run_1/closeup.png
Region (33, 55) to (73, 95) um. Cells in grey, sequential cells in the stronger grey; small squares are vias.
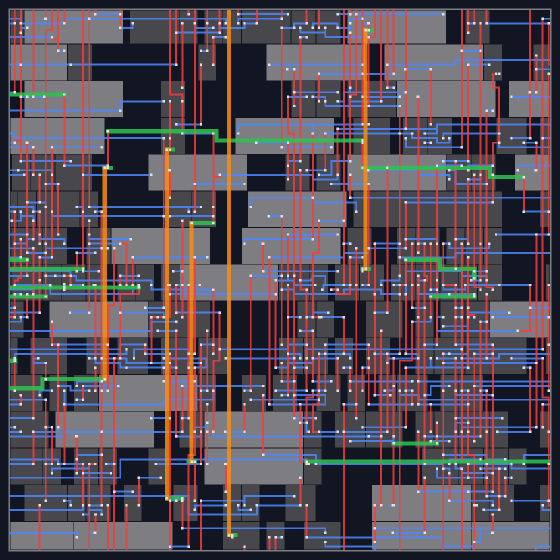
run_1/gates.png
(4 px per um)
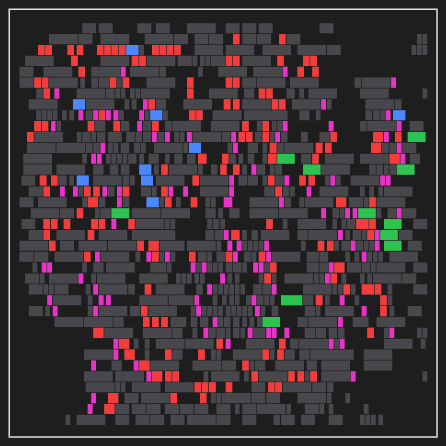
run_1/m2.png
(2 px per um)
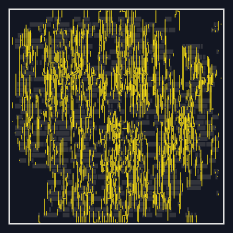
==> src/rtl/vga_rx_monitor.sv <==
// Sink-side timing monitor for the 800x600 @ 40 MHz VGA stream: sync recovery, timing checks, lock FSM.
// Optional VGA_RX_CRC_EN builds a per-frame CRC-16-CCITT over active pixels; otherwise crc16 is tied to 0.
module vga_rx_monitor #(
  parameter int LINE_PERIOD = 1056,
  parameter int H_SYNC      = 128,
  parameter int H_TOL       = 2,
  parameter int H_DE_START  = 216,
  parameter int H_ACTIVE    = 800,
  parameter int FRAME_LINES = 628,
  parameter int V_DE_START  = 27,
  parameter int V_ACTIVE    = 600,
  parameter int LOCK_FRAMES = 2
) (
  input  logic        Clk_40mhz,
  input  logic        RSTn,
  input  logic        hsync_in,
  input  logic        vsync_in,
  input  logic [4:0]  red_in,
  input  logic [5:0]  green_in,
  input  logic [4:0]  blue_in,
  input  logic        err_clr,
  output logic        locked,
  output logic        frame_done,
  output logic [10:0] line_period_meas,
  output logic [10:0] hsync_width_meas,
  output logic [9:0]  frame_lines_meas,
  output logic [19:0] lit_count,
  output logic [3:0]  err_flags,
  output logic [15:0] crc16,
  output logic [1:0]  dbg_state
);

  localparam logic [10:0] LP     = 11'(LINE_PERIOD);
  localparam logic [10:0] HS_MIN = 11'(H_SYNC - H_TOL);
  localparam logic [10:0] HS_MAX = 11'(H_SYNC + H_TOL);
  localparam logic [10:0] HDE_LO = 11'(H_DE_START);
  localparam logic [10:0] HDE_HI = 11'(H_DE_START + H_ACTIVE);
  localparam logic [9:0]  FL     = 10'(FRAME_LINES);
  localparam logic [9:0]  VDE_LO = 10'(V_DE_START);
  localparam logic [9:0]  VDE_HI = 10'(V_DE_START + V_ACTIVE);
  // The x counter saturates at 2047, so a timeout beyond that clamps to the saturation value.
  localparam int          TO_INT = (2 * LINE_PERIOD > 2047) ? 2047 : 2 * LINE_PERIOD;
  localparam logic [10:0] TO_X   = 11'(TO_INT);
  localparam logic [7:0]  LOCK_N = 8'(LOCK_FRAMES);

  typedef enum logic [1:0] {
    UNLOCKED = 2'd0,
    ACQUIRE  = 2'd1,
    LOCKED   = 2'd2
  } state_t;

  state_t      state_q, state_d;
  logic [7:0]  good_q, good_d;
  logic        frame_err_q, frame_err_d;
  logic        done_d;

  logic        hs_q, hs_qq, vs_q, vs_qq, err_clr_q;
  logic [4:0]  r_q, r_qq;
  logic        hs_fall, hs_rise, vs_fall;
  logic [10:0] x_q, x_inc;
  logic [9:0]  line_q;
  logic        period_armed_q, h_seen_q, v_seen_q, to_armed_q;
  logic        ev_period, ev_width, ev_lines, ev_timeout, any_err;
  logic [3:0]  err_ev;
  logic        active, lose_lock;
  logic [19:0] acc_q;

  assign hs_fall = hs_qq & ~hs_q;
  assign hs_rise = ~hs_qq & hs_q;
  assign vs_fall = vs_qq & ~vs_q;
  assign x_inc   = x_q + 11'd1;

  assign ev_period  = hs_fall & period_armed_q & (x_inc != LP);
  assign ev_width   = hs_rise & h_seen_q & ((x_inc < HS_MIN) | (x_inc > HS_MAX));
  assign ev_lines   = vs_fall & v_seen_q & (line_q != FL);
  assign ev_timeout = ~hs_fall & to_armed_q & (x_q == TO_X);
  assign err_ev     = {ev_timeout, ev_lines, ev_width, ev_period};
  assign any_err    = |err_ev;

  assign active = (x_q >= HDE_LO) && (x_q < HDE_HI) && (line_q >= VDE_LO) && (line_q < VDE_HI);

  assign locked    = (state_q == LOCKED);
  assign dbg_state = state_q;
  assign lose_lock = (state_q != UNLOCKED) && (state_d == UNLOCKED);

  always_comb begin
    state_d     = state_q;
    good_d      = good_q;
    frame_err_d = frame_err_q | any_err;
    done_d      = 1'b0;
    case (state_q)
      UNLOCKED: begin
        frame_err_d = 1'b0;
        if (vs_fall && !ev_timeout) begin
          state_d = ACQUIRE;
          good_d  = '0;
        end
      end
      ACQUIRE: begin
        if (ev_timeout) begin
          state_d = UNLOCKED;
          good_d  = '0;
        end else if (vs_fall) begin
          done_d      = 1'b1;
          frame_err_d = 1'b0;
          if (frame_err_q || any_err) begin
            good_d = '0;
          end else if (good_q + 8'd1 >= LOCK_N) begin
            state_d = LOCKED;
            good_d  = '0;
          end else begin
            good_d = good_q + 8'd1;
          end
        end
      end
      LOCKED: begin
        if (vs_fall) begin
          done_d      = 1'b1;
          frame_err_d = 1'b0;
        end
        if (any_err) state_d = UNLOCKED;
      end
      default: state_d = UNLOCKED;
    endcase
  end

  always_ff @(posedge Clk_40mhz) begin
    if (!RSTn) begin
      hs_q             <= 1'b1;
      hs_qq            <= 1'b1;
      vs_q             <= 1'b1;
      vs_qq            <= 1'b1;
      err_clr_q        <= 1'b0;
      r_q              <= '0;
      r_qq             <= '0;
      x_q              <= '0;
      line_q           <= '0;
      period_armed_q   <= 1'b0;
      h_seen_q         <= 1'b0;
      v_seen_q         <= 1'b0;
      to_armed_q       <= 1'b0;
      acc_q            <= '0;
      line_period_meas <= '0;
      hsync_width_meas <= '0;
      frame_lines_meas <= '0;
      lit_count        <= '0;
      err_flags        <= '0;
      frame_done       <= 1'b0;
      state_q          <= UNLOCKED;
      good_q           <= '0;
      frame_err_q      <= 1'b0;
    end else begin
      hs_q      <= hsync_in;
      hs_qq     <= hs_q;
      vs_q      <= vsync_in;
      vs_qq     <= vs_q;
      err_clr_q <= err_clr;
      r_q       <= red_in;
      // Second pixel stage keeps the pixel aligned with x/line, which see edges one stage late.
      r_qq      <= r_q;

      if (hs_fall)               x_q <= '0;
      else if (x_q != 11'h7FF)   x_q <= x_inc;

      if (hs_rise) hsync_width_meas <= x_inc;
      if (hs_fall) begin
        line_period_meas <= x_inc;
        h_seen_q         <= 1'b1;
        to_armed_q       <= 1'b1;
        period_armed_q   <= 1'b1;
      end
      if (ev_timeout) to_armed_q <= 1'b0;
      if (lose_lock || ev_timeout) period_armed_q <= 1'b0;

      if (vs_fall)      line_q <= '0;
      else if (hs_fall) line_q <= line_q + 10'd1;

      if (vs_fall) begin
        frame_lines_meas <= line_q;
        v_seen_q         <= 1'b1;
      end

      if (vs_fall)
        acc_q <= '0;
      else if (active && (r_qq != 5'd0) && (acc_q != 20'hFFFFF))
        acc_q <= acc_q + 20'd1;
      if (done_d) lit_count <= acc_q;

      err_flags   <= (err_clr_q ? 4'd0 : err_flags) | err_ev;
      frame_done  <= done_d;
      state_q     <= state_d;
      good_q      <= good_d;
      frame_err_q <= frame_err_d;
    end
  end

`ifdef VGA_RX_CRC_EN
  logic [5:0]  g_q, g_qq;
  logic [4:0]  b_q, b_qq;
  logic [15:0] crc_q;

  function automatic logic [15:0] crc_step(input logic [15:0] c_in, input logic [15:0] d);
    logic [15:0] c;
    logic        fb;
    c = c_in;
    for (int i = 15; i >= 0; i--) begin
      fb = c[15] ^ d[i];
      c  = {c[14:0], 1'b0} ^ (fb ? 16'h1021 : 16'h0000);
    end
    return c;
  endfunction

  always_ff @(posedge Clk_40mhz) begin
    if (!RSTn) begin
      g_q   <= '0;
      g_qq  <= '0;
      b_q   <= '0;
      b_qq  <= '0;
      crc_q <= '0;
      crc16 <= '0;
    end else begin
      g_q  <= green_in;
      g_qq <= g_q;
      b_q  <= blue_in;
      b_qq <= b_q;
      if (vs_fall)     crc_q <= 16'hFFFF;
      else if (active) crc_q <= crc_step(crc_q, {r_qq, g_qq, b_qq});
      if (done_d) crc16 <= crc_q;
    end
  end
`else
  logic unused_color;
  assign unused_color = ^{green_in, blue_in};
  assign crc16 = '0;
`endif

endmodule

==> config.mk <==
export PLATFORM = sky130hd
export DESIGN_NAME = vga_rx_monitor
export DESIGN_NICKNAME = d
export VERILOG_FILES = /design/src/rtl/vga_rx_monitor.sv
export SDC_FILE = /design/constraint.sdc
export NUM_CORES = 1
export LEC_CHECK = 0
export ABC_AREA = 1
export CAP_MARGIN = 20
export CORE_MARGIN = 2
export CORE_UTILIZATION = 53
export CTS_BUF_LIST = sky130_fd_sc_hd__clkbuf_4
export DETAILED_ROUTE_END_ITERATION = 16
export GPL_ROUTABILITY_DRIVEN = 0
export PLACE_DENSITY = 0.78
export SYNTH_ARGS = -nofsm -noshare
export SYNTH_HDL_FRONTEND = slang
export SYNTH_SLANG_ARGS = --single-unit
==> constraint.sdc <==
create_clock -name Clk_40mhz -period 2.65 [get_ports Clk_40mhz]
set_input_delay 0.53 -clock Clk_40mhz [delete_from_list [all_inputs] [get_ports Clk_40mhz]]
set_output_delay 0.53 -clock Clk_40mhz [all_outputs]
set_load 0.01 [all_outputs]
==> notes.md, run 1 <==
The flow ran to the end, and the final reports show no timing, DRC or antenna violations. Derived from the worst setup path, the maximum achievable clock frequency is 415 MHz. Per the finish-stage timing summary, setup violations number 0.

Of the total standard cell area in the layout, the sequential portion is 38.5%. Per the cell usage report, the commonest logic cells after layout are sky130_fd_sc_hd__nand2_1 (135), sky130_fd_sc_hd__dfxtp_1 (128), sky130_fd_sc_hd__inv_1 (104). Worst supply voltage drop on vdd: 0.272 mV. Counting stages on the worst path, the most repeated cell is sky130_fd_sc_hd__inv_1. Counting the warning lines in the Yosys log gives 0. Global routing used 27.6% of the available met1 tracks.

Summing the areas of all and, or, nand and nor instances in the mapped netlist gives 24.1% of the synthesized area. In the synthesized netlist, the number of instances is 745. Counting every sink on the clock net gives 128. The violation tally recorded at the end of detailed-routing iteration 0 is 262. The register bit count reported by yosys works out to 128. Summing internal, switching and leakage power gives 0.00362 W. The final antenna diode tally reported by the flow is 0. The run gives 46.0% for the register area share after synthesis. The die is 107 um wide. The most critical min-delay path falls under reg2reg. Power attributed to sequential cells is 0.00199 W. On the critical path, the stage with the largest delay is an instance of sky130_fd_sc_hd__dfxtp_1. The initial utilization of the core area, before any placement, comes to 54.2%. Final core utilization: 64.7%. Hold timing on the final database bottoms out at a slack of 0.425 ns. Along the worst path, the maximum fanout reaches 10.

The multi-input logic area is 0.00245 sq mm, and the power per standard cell area is 545 mW/mm^2. The max-slew violation count is 0. The share of total power in combinational logic is 7.1%.

Worst setup slack after placement: 0.125 ns. The global routing report lists met2 layer usage as 38.8%. The number of cell instances on the worst register-to-register path was 11; the area share of and-or/or-and cells after synthesis was 14.7%.

Tap insertion was completed with 136 tapcells. Yosys shows that the main logic family after synthesis is simple AND/OR/NAND/NOR gates. The highest layer touched by signal routing is met4. In this run the clock root is driven by a sky130_fd_sc_hd__clkbuf_4. The run gives 0 for the post-CTS setup-driven buffer insertion count.
Back to the opening pictures, closeup.png:
[blue] M1
[green] M3
[orange] M4
[red] M2
netlist names of flops here include: line_q (9), acc_q (8), lit_count (5)
sequential cells in the window: 26
most frequent: dfxtp_1 (26), a21oi_1 (20), nor2_1 (17)
cells with their middle in the window: 153

Back to the opening pictures, gates.png:
[green] fa/ha/maj cells | cells: 11 | where: right middle
[blue] xor and xnor cells | cells: 9
[red] aoi and oai cells | cells: 155 | where: widely spread
[magenta] inv cells | cells: 108

Back to the opening pictures, m2.png:
longest straight run: 36.4 um
main direction: vertical
wire length on this layer: 6140 um
share of all routed wire: 50%

--- run 2 (diff from run 1) ---
PLACE_DENSITY = 0.8   (was 0.78)
SETUP_SLACK_MARGIN = 0.15   (was unset)
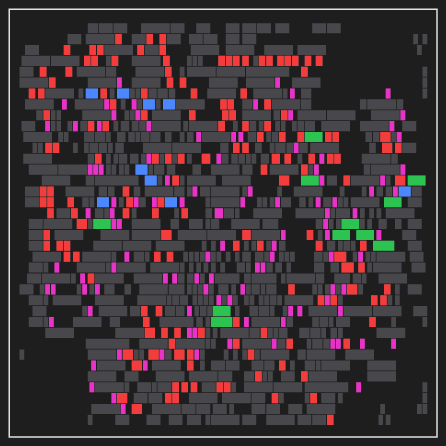
run_2/gates.png
(4 px per um)
[magenta] inv cells | cells: 108
[green] fa/ha/maj cells | cells: 11
[blue] xor and xnor cells | cells: 9
[red] aoi and oai cells | cells: 155 | where: widely spread

==> run 2 against run 1 <==
  * Final cell count is 0.10% higher
  * Utilization grew 0.35 points
  * Critical path type is now reg2out
  * Register-to-register slack better by 0.08 ns
  * Highest routed layer unchanged
  * Largest cell class unchanged
  * Synthesized area unchanged
  * Clock power up 6%
  * First-iteration DRC count grew 32%
  * Synthesized cell count unchanged
  * Die area did not move
==> notes.md, run 2 <==
Per the timing report, the achievable frequency comes out to 421 MHz. Worst supply voltage drop on vdd: 0.359 mV. The inserted tap cell count was 136; the number of core rows was 37. The signal arrival time at the worst endpoint is 1.84 ns, and the number of filler cells placed in the layout is 899. The tools report the total length of routed met3 wires as 735 um. The number of maximum-capacitance violations recorded for the run is 0.

Per the timing report, the most critical flop-to-flop path finishes at period_armed_q$_SDFFE_PP0P_. The number of buffer and inverter instances along the worst setup path came out at 2. The final antenna diode count came out at 0. The highest metal layer carrying signal wires in the routed design is met4. Looking at the critical path, the single cell with the biggest stage delay is sky130_fd_sc_hd__clkdlybuf4s50_1. The global router reports that the layer with the highest usage is met2. For the worst flop-to-flop path, the logic depth is 18. The transition time recorded at the tightest slew-check pin is 0.688 ns. The OpenROAD warning count is 45, and the fraction of the mapped netlist area in simple logic gates is 24.1%. The origin of the worst min-delay path was r_q[4]$_SDFF_PN0_.

The tools report the clock tree buffer count of the final layout as 19. Per the final report, the share of cell area in non-clock buffers is 11.7%. After detailed placement, the total cell area comes to 0.00636 sq mm. The min-delay analysis places its worst path in the category reg2reg. With the wire length per cell at 13.0 um, the number of endpoints with negative hold slack in the final report is 0.

For reference, the top cells by area after synthesis are sky130_fd_sc_hd__dfxtp_1 (46%), sky130_fd_sc_hd__nand2_1 (9.1%), sky130_fd_sc_hd__inv_1 (7.0%), sky130_fd_sc_hd__a21oi_1 (6.4%), sky130_fd_sc_hd__o21ai_0 (5.8%). For this run, the final setup violation count is recorded as 0. Combinational power for this build is 0.000260 W. Looking at the post-CTS report, the setup buffer insertion count equals 0. With the count of yosys warnings during synthesis at 0, the maximum fanout along the worst path is 4.

The report puts the hold buffer count at CTS at 0. The violation tally recorded at the end of detailed-routing iteration 0 is 346. Of the combinational cells, the family taking the most area is simple AND/OR/NAND/NOR gates. The total die size was 0.0114 sq mm. Cells fill 65.0% of the core in the end. Effective utilization at floorplan: 54.2%. Setup repair after global routing could not meet its margin everywhere.

For the clock network fraction of total power, the log shows 39.1%. The start-to-end type of the worst setup path was reg2out. The clock tree has to reach 128 sinks. The layout report lists the multi-input gate area as 0.00245 sq mm.

The post-layout total power was 0.00370 W; the area share of and-or/or-and cells after synthesis was 14.7%. The run gives 46.0% as the register area share after synthesis. The end point of the most critical hold path was r_qq[4]$_SDFF_PN0_.

Timing analysis after detailed placement gives a worst setup slack of 0.241 ns. The critical path runs through a total of 3 cells. In the layout the commonest cells are sky130_fd_sc_hd__nand2_1 (134), sky130_fd_sc_hd__dfxtp_1 (127), sky130_fd_sc_hd__inv_1 (104). The fraction of area in registers was 38.4%; the total congestion overflow was 0.

In this run, the combinational gates consume 7.0% of the power. The number of nets in the finished design is 853, and the reported sequential group power is 0.00199 W. The tools report the worst hold margin as 0.408 ns.

The tree is rooted in a sky130_fd_sc_hd__clkbuf_4. Synthesis produced a netlist whose cell count is 745. Clock tree synthesis inserted a total of 17 buffers.

The width of the die was 107 um. Routing resource usage on met1 recorded by global route was 28.0%. In the final layout, multi-input gates take up 36.6% of the cell area.

The run gives 0 as the max-slew violation count. The power per standard cell area is 553 mW/mm^2. The run finished with clean final reports. The run gives 128 for the register bit count reported by yosys. Looking at the clock tree report, the H-tree level count equals 4.
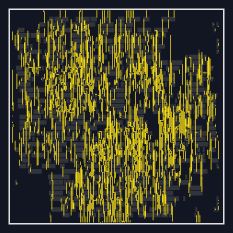
run_2/m2.png
(2 px per um)
longest straight run: 34.3 um
nets with wire on the layer: 694
via count: 5042
aggregate routed wire length: 12.6 mm
GR Layer Usage met2: 39.3%

Power is estimated from default activity; no workload was simulated.
